<file path="src/rtl/scroll_sequencer_if.sv">
// Command/status bundle between the button front end (master) and the scroll sequencer (slave).
// The field widths follow MSG_LEN.
interface scroll_sequencer_if #(
    parameter int MSG_LEN = 11
) ();
    localparam int IW = $clog2(MSG_LEN);

    logic          start;
    logic          stop;
    logic          clear;
    logic          step_req;
    logic          dir_req;
    logic [1:0]    speed_sel;
    logic [IW-1:0] scroll_index;
    logic          scroll_dir;
    logic          step_pulse;
    logic          wrap_pulse;
    logic [1:0]    state;

    modport master (
        output start, stop, clear, step_req, dir_req, speed_sel,
        input  scroll_index, scroll_dir, step_pulse, wrap_pulse, state
    );

    modport slave (
        input  start, stop, clear, step_req, dir_req, speed_sel,
        output scroll_index, scroll_dir, step_pulse, wrap_pulse, state
    );
endinterface

</file>
<file path="src/rtl/scroll_sequencer.sv">
// Run/pause/step controller for the message scroll: all outputs are registered, one edge of command latency, no backpressure.
// Optional SCROLL_SEQ_ONESHOT_EN: a wrapping step taken in RUN ends the pass and returns to IDLE at index 0.
module scroll_sequencer #(
    parameter int MSG_LEN  = 11,
    parameter int BASE_DIV = 12_500_000
) (
    input  logic                clk,
    input  logic                rst_n,
    scroll_sequencer_if.slave   sif
);
    localparam int IW = $clog2(MSG_LEN);
    localparam int PW = $clog2((BASE_DIV << 3) + 1);
    localparam logic [PW-1:0] BASE_P = PW'(BASE_DIV);
    localparam logic [IW-1:0] LAST   = IW'(MSG_LEN - 1);

    typedef enum logic [1:0] {
        S_IDLE  = 2'd0,
        S_RUN   = 2'd1,
        S_PAUSE = 2'd2
    } state_t;

    state_t        state_q, state_d;
    logic [IW-1:0] idx_q, idx_d;
    logic          dir_q, dir_d;
    logic          step_q, step_d;
    logic          wrap_q, wrap_d;
    logic [PW-1:0] presc_q, presc_d;

    logic [PW-1:0] period_m1;
    logic [IW-1:0] nxt_idx;
    logic          nxt_wrap;
    logic          take_step;

    assign period_m1 = (BASE_P << sif.speed_sel) - PW'(1);

    // Candidate position for a step taken on this edge, using the live direction request.
    always_comb begin
        if (sif.dir_req) begin
            nxt_wrap = (idx_q == '0);
            nxt_idx  = nxt_wrap ? LAST : idx_q - IW'(1);
        end else begin
            nxt_wrap = (idx_q == LAST);
            nxt_idx  = nxt_wrap ? '0 : idx_q + IW'(1);
        end
    end

    always_comb begin
        state_d   = state_q;
        idx_d     = idx_q;
        dir_d     = dir_q;
        presc_d   = presc_q;
        step_d    = 1'b0;
        wrap_d    = 1'b0;
        take_step = 1'b0;

        if (sif.clear) begin
            state_d = S_IDLE;
            idx_d   = '0;
            presc_d = '0;
        end else begin
            case (state_q)
                S_RUN: begin
                    // A stop on the same edge as a due step wins and the step is dropped.
                    if (sif.stop) begin
                        state_d = S_PAUSE;
                        presc_d = '0;
                    end else if (presc_q >= period_m1) begin
                        take_step = 1'b1;
                        presc_d   = '0;
                    end else begin
                        presc_d = presc_q + PW'(1);
                    end
                end
                S_PAUSE: begin
                    dir_d   = sif.dir_req;
                    presc_d = '0;
                    if (!sif.stop) begin
                        if (sif.start) begin
                            state_d = S_RUN;
                        end else if (sif.step_req) begin
                            take_step = 1'b1;
                        end
                    end
                end
                default: begin
                    dir_d   = sif.dir_req;
                    presc_d = '0;
                    if (sif.start) begin
                        state_d = S_RUN;
                    end
                end
            endcase
        end

        if (take_step) begin
            idx_d  = nxt_idx;
            dir_d  = sif.dir_req;
            step_d = 1'b1;
            wrap_d = nxt_wrap;
`ifdef SCROLL_SEQ_ONESHOT_EN
            if (state_q == S_RUN && nxt_wrap) begin
                state_d = S_IDLE;
                idx_d   = '0;
            end
`endif
        end
    end

    always_ff @(posedge clk or negedge rst_n) begin
        if (!rst_n) begin
            state_q <= S_IDLE;
            idx_q   <= '0;
            dir_q   <= 1'b0;
            step_q  <= 1'b0;
            wrap_q  <= 1'b0;
            presc_q <= '0;
        end else begin
            state_q <= state_d;
            idx_q   <= idx_d;
            dir_q   <= dir_d;
            step_q  <= step_d;
            wrap_q  <= wrap_d;
            presc_q <= presc_d;
        end
    end

    assign sif.scroll_index = idx_q;
    assign sif.scroll_dir   = dir_q;
    assign sif.step_pulse   = step_q;
    assign sif.wrap_pulse   = wrap_q;
    assign sif.state        = state_q;
endmodule

</file>
<file path="src/flat_wrapper.sv">
// flat-port wrapper written by rule: the top's interface ports become plain ports
module scroll_sequencer_flat 
#(
    parameter int MSG_LEN  = 11,
    parameter int BASE_DIV = 12_500_000
)
  (clk, rst_n, sif_start, sif_stop, sif_clear, sif_step_req, sif_dir_req, sif_speed_sel, sif_scroll_index, sif_scroll_dir, sif_step_pulse, sif_wrap_pulse, sif_state);
  scroll_sequencer_if #(.MSG_LEN(MSG_LEN)) sif_i ();
  input  logic clk;
  input  logic rst_n;
  input wire logic [$bits(sif_i.start)-1:0] sif_start;
  input wire logic [$bits(sif_i.stop)-1:0] sif_stop;
  input wire logic [$bits(sif_i.clear)-1:0] sif_clear;
  input wire logic [$bits(sif_i.step_req)-1:0] sif_step_req;
  input wire logic [$bits(sif_i.dir_req)-1:0] sif_dir_req;
  input wire logic [$bits(sif_i.speed_sel)-1:0] sif_speed_sel;
  output wire logic [$bits(sif_i.scroll_index)-1:0] sif_scroll_index;
  output wire logic [$bits(sif_i.scroll_dir)-1:0] sif_scroll_dir;
  output wire logic [$bits(sif_i.step_pulse)-1:0] sif_step_pulse;
  output wire logic [$bits(sif_i.wrap_pulse)-1:0] sif_wrap_pulse;
  output wire logic [$bits(sif_i.state)-1:0] sif_state;
  assign sif_i.start = sif_start;
  assign sif_i.stop = sif_stop;
  assign sif_i.clear = sif_clear;
  assign sif_i.step_req = sif_step_req;
  assign sif_i.dir_req = sif_dir_req;
  assign sif_i.speed_sel = sif_speed_sel;
  assign sif_scroll_index = sif_i.scroll_index;
  assign sif_scroll_dir = sif_i.scroll_dir;
  assign sif_step_pulse = sif_i.step_pulse;
  assign sif_wrap_pulse = sif_i.wrap_pulse;
  assign sif_state = sif_i.state;
  scroll_sequencer #(.MSG_LEN(MSG_LEN), .BASE_DIV(BASE_DIV)) u_core (.clk(clk), .rst_n(rst_n), .sif(sif_i));
endmodule
</file>
<file path="config.mk">
export PLATFORM = sky130hd
export DESIGN_NAME = scroll_sequencer_flat
export DESIGN_NICKNAME = d
export VERILOG_FILES = /design/src/rtl/scroll_sequencer_if.sv /design/src/rtl/scroll_sequencer.sv /design/src/flat_wrapper.sv
export SDC_FILE = /design/constraint.sdc
export NUM_CORES = 1
export LEC_CHECK = 0
export ABC_AREA = 1
export CORE_MARGIN = 2
export CORE_UTILIZATION = 40
export CTS_BUF_LIST = sky130_fd_sc_hd__clkbuf_4 sky130_fd_sc_hd__clkbuf_8
export DETAILED_ROUTE_END_ITERATION = 7
export MAX_ROUTING_LAYER = met4
export PLACE_DENSITY = 0.61
export RECOVER_POWER = 100
export SLEW_MARGIN = 15
export SYNTH_ARGS = -nofsm -noshare
export SYNTH_HDL_FRONTEND = slang
export SYNTH_SLANG_ARGS = --single-unit
</file>
<file path="constraint.sdc">
create_clock -name clk -period 2 [get_ports clk]
set_input_delay 0.4 -clock clk [delete_from_list [all_inputs] [get_ports clk]]
set_output_delay 0.4 -clock clk [all_outputs]
set_load 0.05 [all_outputs]
</file>
==> tab_implementation.tex, run 1 <==
% Implementation results table
\begin{tabular}{lr}
\hline
Metric & Value \\
\hline
\multicolumn{2}{l}{\textbf{Synthesis}} \\
Number of register bits inferred by synthesis & 36 \\
Async set-reset flop share out of synthesis & 100.0\% \\
Number of instances in the synthesized netlist & 361 \\
Post-Synth Adder-Cell Area & 12.08\% \\
Synthesis area per yosys & 2694 um\^{}2 \\
Commonest register cell after synthesis & dfrtp\_1 \\
Post-synthesis cell type with the largest combined area & dfrtp\_1 \\
Unique masters post-synth & 38 \\
Sequential-to-total area share from yosys stat & 33.44\% \\
\multicolumn{2}{l}{\textbf{Worst setup path}} \\
CP cell instances & buf\_12, nor2\_4, inv\_2, ha\_4, ha\_4, nand2\_4, nor2\_2, nand2\_1, nor2\_1, nand3\_1, nand3\_1, nor2\_1, nand2\_2, nand2\_2, nand2\_4, nand3\_4, nand3\_2, nand2\_1 \\
Delay-heaviest family, CP & simple AND/OR/NAND/NOR gates \\
Crit. path cell count & 18 \\
Critical Path Source Type & input port \\
Maximum fanout count along the critical path & 6 \\
Critical Path Sink Type & flip-flop \\
Worst setup startpoint & sif\_speed\_sel[1] \\
Buffers \& Inverters on Critical Path & 2 \\
Worst path slowest cell & ha\_4 \\
Critical R2R Capture & u\_core.presc\_q[18] \\
Launching point of the worst reg2reg path & u\_core.presc\_q[26] \\
Critical path destination & u\_core.sif.scroll\_dir \\
\multicolumn{2}{l}{\textbf{Placement}} \\
Total cell area at the placement stage & 3177 um\^{}2 \\
\# placed instances & 480 \\
Count of buffers inserted at the top-level ports & 17 \\
Final HPWL DP & 4873 um \\
Final GP Congestion & 0.8926 \\
\multicolumn{2}{l}{\textbf{CTS}} \\
Maximum buffer depth of the clock tree & 2 \\
Clock net sink count & 36 \\
Insertion Delay late pin & 0.29 ns \\
Count of instances resized after the clock tree is built & 32 \\
\multicolumn{2}{l}{\textbf{Timing}} \\
Final Slew Violations & 0 \\
Setup\_tns & -0.03678 ns \\
Post-route minimum period & 2.016 ns \\
Timing-limited maximum frequency & 0.4960 GHz \\
Tightest hold margin & 0.3160 ns \\
Final Cycle Share & 100.8\% \\
Transition at the pin with the smallest max-transition slack & 0.9338 ns \\
PnR worst setup slack & -0.01623 ns \\
Final number of setup-violating endpoints & 3 \\
Max Clock Skew & 0.009658 ns \\
\multicolumn{2}{l}{\textbf{Drt}} \\
DR WL/cell & 13.28 um \\
Wire length the detailed router placed on met1 & 3013 um \\
Violation count after the first detailed-routing iteration & 123 \\
Number of optimization iterations in the first detailed-route pass & 6 \\
Mean number of vias per cell & 5.026 \\
\multicolumn{2}{l}{\textbf{Layout}} \\
FF+latch count & 36 \\
Layout net count & 452 \\
Signal inverters & 54 \\
Number of antenna diodes & 0 \\
Number of clock buffers in the layout & 8 \\
Clock network area share & 2.684\% \\
Combinational share of cell area & 51.69\% \\
Final-layout fill cell count & 595 \\
Finished Layout Cells & 495 \\
Dominant kind of cell by area & multi-input combinational cells \\
Most common cell after layout, fill and taps aside & nand2\_1 \\
Most frequent cells in the layout & nand2\_1, inv\_1, nor2\_1 \\
Register name with the most flops & u\_core.presc\_q \\
Count of buffers not belonging to the clock network in the layout & 54 \\
\multicolumn{2}{l}{\textbf{Die}} \\
Horizontal die size & 86.07 um \\
Num rows & 29 \\
Number of well taps & 77 \\
\multicolumn{2}{l}{\textbf{Global route}} \\
Initial antenna violation count & 0 \\
Overall track demand over capacity in global routing & 19.62\% \\
\multicolumn{2}{l}{\textbf{Status}} \\
Violations in the final reports & negative setup slack \\
Run status & finished, violations left \\
\multicolumn{2}{l}{\textbf{Power}} \\
Worst IR drop on VDD & 519.1 uV \\
Standby leakage power & 0.001686 uW \\
Post-layout total power & 1862 uW \\
\hline
\end{tabular}
[run 1: synth_stat cells (all sizes together) (5+ instances only)]
| master | count |
|---|---|
| xnor2 | 6 |
| ha | 26 |
| nor3 | 15 |
| nor2 | 63 |
| nand2 | 75 |
| a21oi | 8 |
| inv | 53 |
| dfrtp | 36 |
| nand4 | 7 |
| nand3 | 26 |
| xor2 | 5 |
| o21ai | 18 |
[run 1: where the power goes]
group	internal [uW]	switching, uW	leakage, uW
combinational	174	329	0.00113
clock	308	263	0.0000523
sequential	759	29.3	0.000499
total	1240	621	0.00169
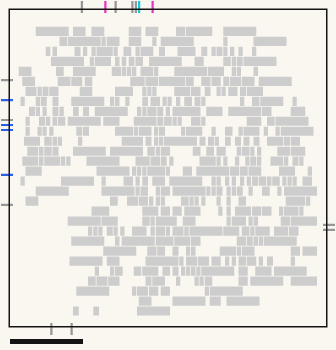
**Above:** run 1 (pin map).
Scale bar: 20 um. Pins as bars across the die edge, other pins in grey.
[sif_stop] cyan | pins: 1 | direction: input | edge: top
[sif_scroll_index] blue | pins: 4 | direction: output | edge: left
[sif_state] magenta | pins: 2 | direction: output | edge: top

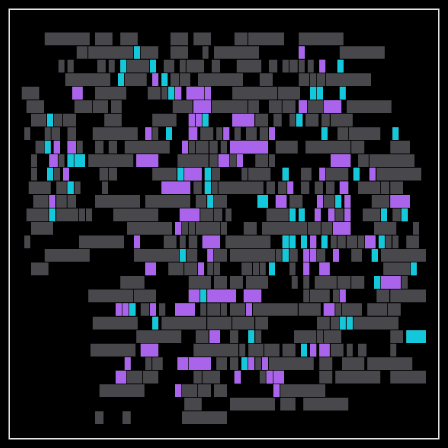
**Above:** run 1 (gate families picked out).
[NOR gates] purple | cells: 82 | most used: nor2_1
[inverters] cyan | cells: 54 | most used: inv_1

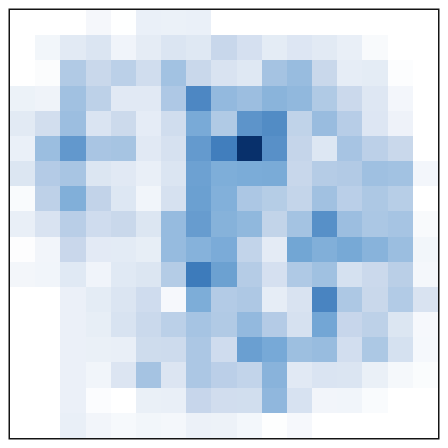
**Above:** run 1 (signal metal coverage by tile).
17 x 17 tiles, from white (low) to dark blue (high), scaled to the fullest tile. Values are wire area over tile area, all layers added.
emptiest ninth of the die: lower left
nearly empty tiles: 16%
densest ninth of the die: centre
fullest tile: 0.65
mean over tiles: 0.14

**Run 1: clock nets**

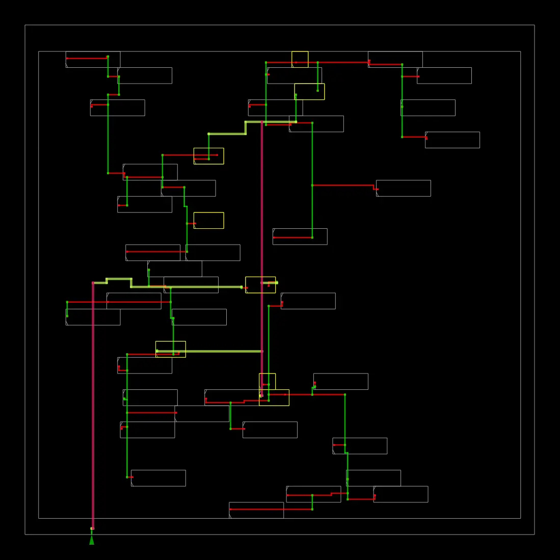

==> run 1 -> run 2 <==
- CORE_UTILIZATION: 40 -> 32
- PLACE_DENSITY: 0.61 -> 0.49
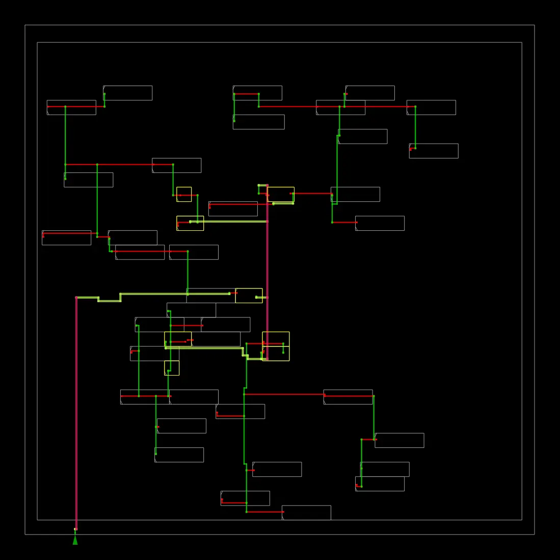
**Above:** run 2 (clock nets).
number of clock buffers in the layout: 8
FF+latch count: 36

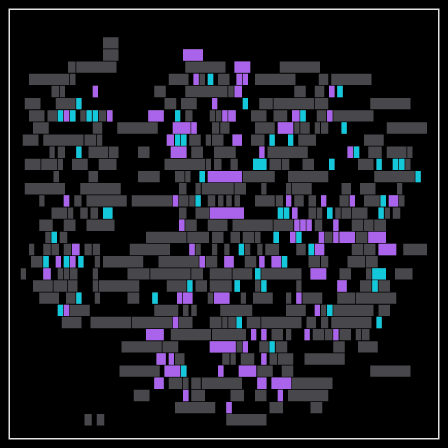
**Above:** run 2 (gate families picked out).
combinational share of cell area: 51.99%
most common cell after layout, fill and taps aside: nand2_1

==> run 2 against run 1 <==
Effect of this change:
- the run still ends with negative setup slack left
- count of clock-buffer cells in the layout unchanged
- global-route usage decreased by 2.7 points
- setup slack got worse by 0.0093 ns
- routed wire length increased by 10%
- sequential power about the same
- flip-flop count unchanged
- non-clock buffer count increased by 1
==> tab_implementation.tex, run 2 <==
% Implementation results table
\begin{tabular}{lr}
\hline
Metric & Value \\
\hline
\multicolumn{2}{l}{\textbf{Die}} \\
Num rows & 33 (was 29) \\
Horizontal die size & 95.75 um (was 86.07 um) \\
\multicolumn{2}{l}{\textbf{Synthesis}} \\
Post-synthesis cell type with the largest combined area & dfrtp\_1 (unchanged) \\
Async set-reset flop share out of synthesis & 100.0\% (unchanged) \\
Unique masters post-synth & 38 (unchanged) \\
Number of instances in the synthesized netlist & 361 (unchanged) \\
Cell types with the highest counts after synthesis & nand2\_1, nor2\_1, inv\_1, dfrtp\_1, ha\_1 (unchanged) \\
Number of register bits inferred by synthesis & 36 (unchanged) \\
Count leader, synth & nand2\_1 (unchanged) \\
\multicolumn{2}{l}{\textbf{Power}} \\
Power attributed to sequential cells & 790 uW (was 788 uW) \\
Worst IR drop on VDD & 354.8 uV (was 519.1 uV) \\
Switching part of the total & 33.83\% (was 33.36\%) \\
Max power group & sequential cells (unchanged) \\
Internal power component & 1243 uW (was 1241 uW) \\
Reported combinational group power & 519 uW (was 502 uW) \\
Post-layout total power & 1878 uW (was 1862 uW) \\
Standby leakage power & 0.001700 uW (was 0.001686 uW) \\
Clock net power & 570 uW (was 572 uW) \\
NetSw & 635.6 uW (was 621.3 uW) \\
Clock share of power & 30.3\% (was 30.7\%) \\
Proportion of power drawn by combinational gates & 27.6\% (was 27.0\%) \\
\multicolumn{2}{l}{\textbf{Placement}} \\
Total cell area at the placement stage & 3229 um\^{}2 (was 3177 um\^{}2) \\
Count of buffers inserted at the top-level ports & 17 (unchanged) \\
Final HPWL DP & 5144 um (was 4873 um) \\
\multicolumn{2}{l}{\textbf{Worst setup path}} \\
Maximum fanout count along the critical path & 6 (unchanged) \\
Critical Path Sink Type & flip-flop (unchanged) \\
Worst path slowest cell & ha\_4 (unchanged) \\
Critical path destination & u\_core.sif.scroll\_dir (unchanged) \\
CP cell instances & buf\_8, nor2\_4, buf\_4, inv\_1, ha\_4, nand2\_1, nor2\_1, o21ai\_0, nand3\_1, nand4\_1, nand2\_2, nand2\_2, nand2\_4, nand3\_4, nand3\_1, nand2\_1 (was buf\_12, nor2\_4, inv\_2, ha\_4, ha\_4, nand2\_4, nor2\_2, nand2\_1, nor2\_1, nand3\_1, nand3\_1, nor2\_1, nand2\_2, nand2\_2, nand2\_4, nand3\_4, nand3\_2, nand2\_1) \\
Critical R2R Capture & u\_core.presc\_q[26] (was u\_core.presc\_q[18]) \\
Delay-heaviest family, CP & simple AND/OR/NAND/NOR gates (unchanged) \\
Critical Path Source Type & input port (unchanged) \\
Worst setup startpoint & sif\_speed\_sel[0] (was sif\_speed\_sel[1]) \\
\multicolumn{2}{l}{\textbf{Layout}} \\
Dominant kind of cell by area & multi-input combinational cells (unchanged) \\
Register name with the most flops & u\_core.presc\_q (unchanged) \\
Clock network area share & 2.628\% (was 2.684\%) \\
Final-layout fill cell count & 830 (was 595) \\
Layout net count & 455 (was 452) \\
Signal inverters & 54 (unchanged) \\
Count of buffers not belonging to the clock network in the layout & 55 (was 54) \\
Number of antenna diodes & 0 (unchanged) \\
\multicolumn{2}{l}{\textbf{Global route}} \\
Overall track demand over capacity in global routing & 16.89\% (was 19.62\%) \\
Initial antenna violation count & 0 (unchanged) \\
\multicolumn{2}{l}{\textbf{CTS}} \\
Maximum buffer depth of the clock tree & 2 (unchanged) \\
Count of instances resized after the clock tree is built & 33 (was 32) \\
Insertion Delay late pin & 0.29 ns (about the same) \\
\multicolumn{2}{l}{\textbf{Timing}} \\
Timing-limited maximum frequency & 0.4937 GHz (was 0.4960 GHz) \\
Final Cycle Share & 101.3\% (was 100.8\%) \\
Max Clock Skew & 0.01294 ns (was 0.009658 ns) \\
PnR worst setup slack & -0.02557 ns (was -0.01623 ns) \\
Transition at the pin with the smallest max-transition slack & 0.9560 ns (was 0.9338 ns) \\
Post-route minimum period & 2.026 ns (was 2.016 ns) \\
Final number of setup-violating endpoints & 5 (was 3) \\
\multicolumn{2}{l}{\textbf{Status}} \\
Violations in the final reports & negative setup slack (unchanged) \\
Run status & finished, violations left (unchanged) \\
\multicolumn{2}{l}{\textbf{Drt}} \\
Violation count after the first detailed-routing iteration & 100 (was 123) \\
\hline
\end{tabular}
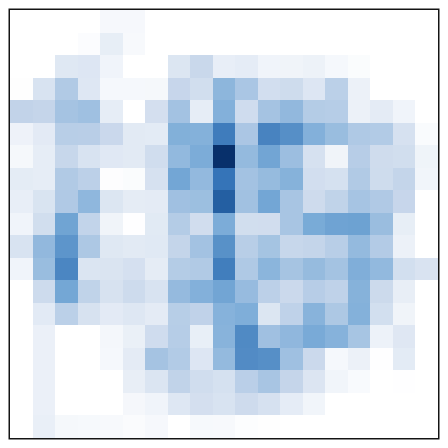
**Above:** run 2 (signal metal coverage by tile).
19 x 19 tiles, from white (low) to dark blue (high), scaled to the fullest tile. Values are wire area over tile area, all layers added.
tiles over half the peak: 5.8%
densest ninth of the die: centre
fullest tile: 0.64
nearly empty tiles: 26%
emptiest ninth of the die: lower left
mean over tiles: 0.12

run 2: per-stage QoR:
stage          setup TNS [ns]  instances
2_1_floorplan          -6.748        362
3_3_place_gp           -28.90        512
3_5_place_dp           -28.40        512
4_1_cts                -4.031        523
5_1_grt                -2.608        526
6_report             -0.08744        526
run 2: logic make-up after synthesis:
kind of cell | Yosys count | share of synthesized area, %
and+or+nand+nor | 192 | 34.51
adders and majority gates | 26 | 12.08
xor gates and xnor gates | 11 | 3.576
AOI/OAI and AO/OA | 35 | 7.385
buffers and inverters | 60 | 8.871
other | 1 | 0.1392
DFF | 36 | 33.44
run 2: layer usage:
metal	wire length [um]	part of all wire [%]	global-route usage (%)
met1	3202	44	20.55
met2	3632	50	28.90
met3	266	3.7	2.428
met4	156	2.1	5.476
met5	0	0	-
Power and IR drop assume default switching activity.
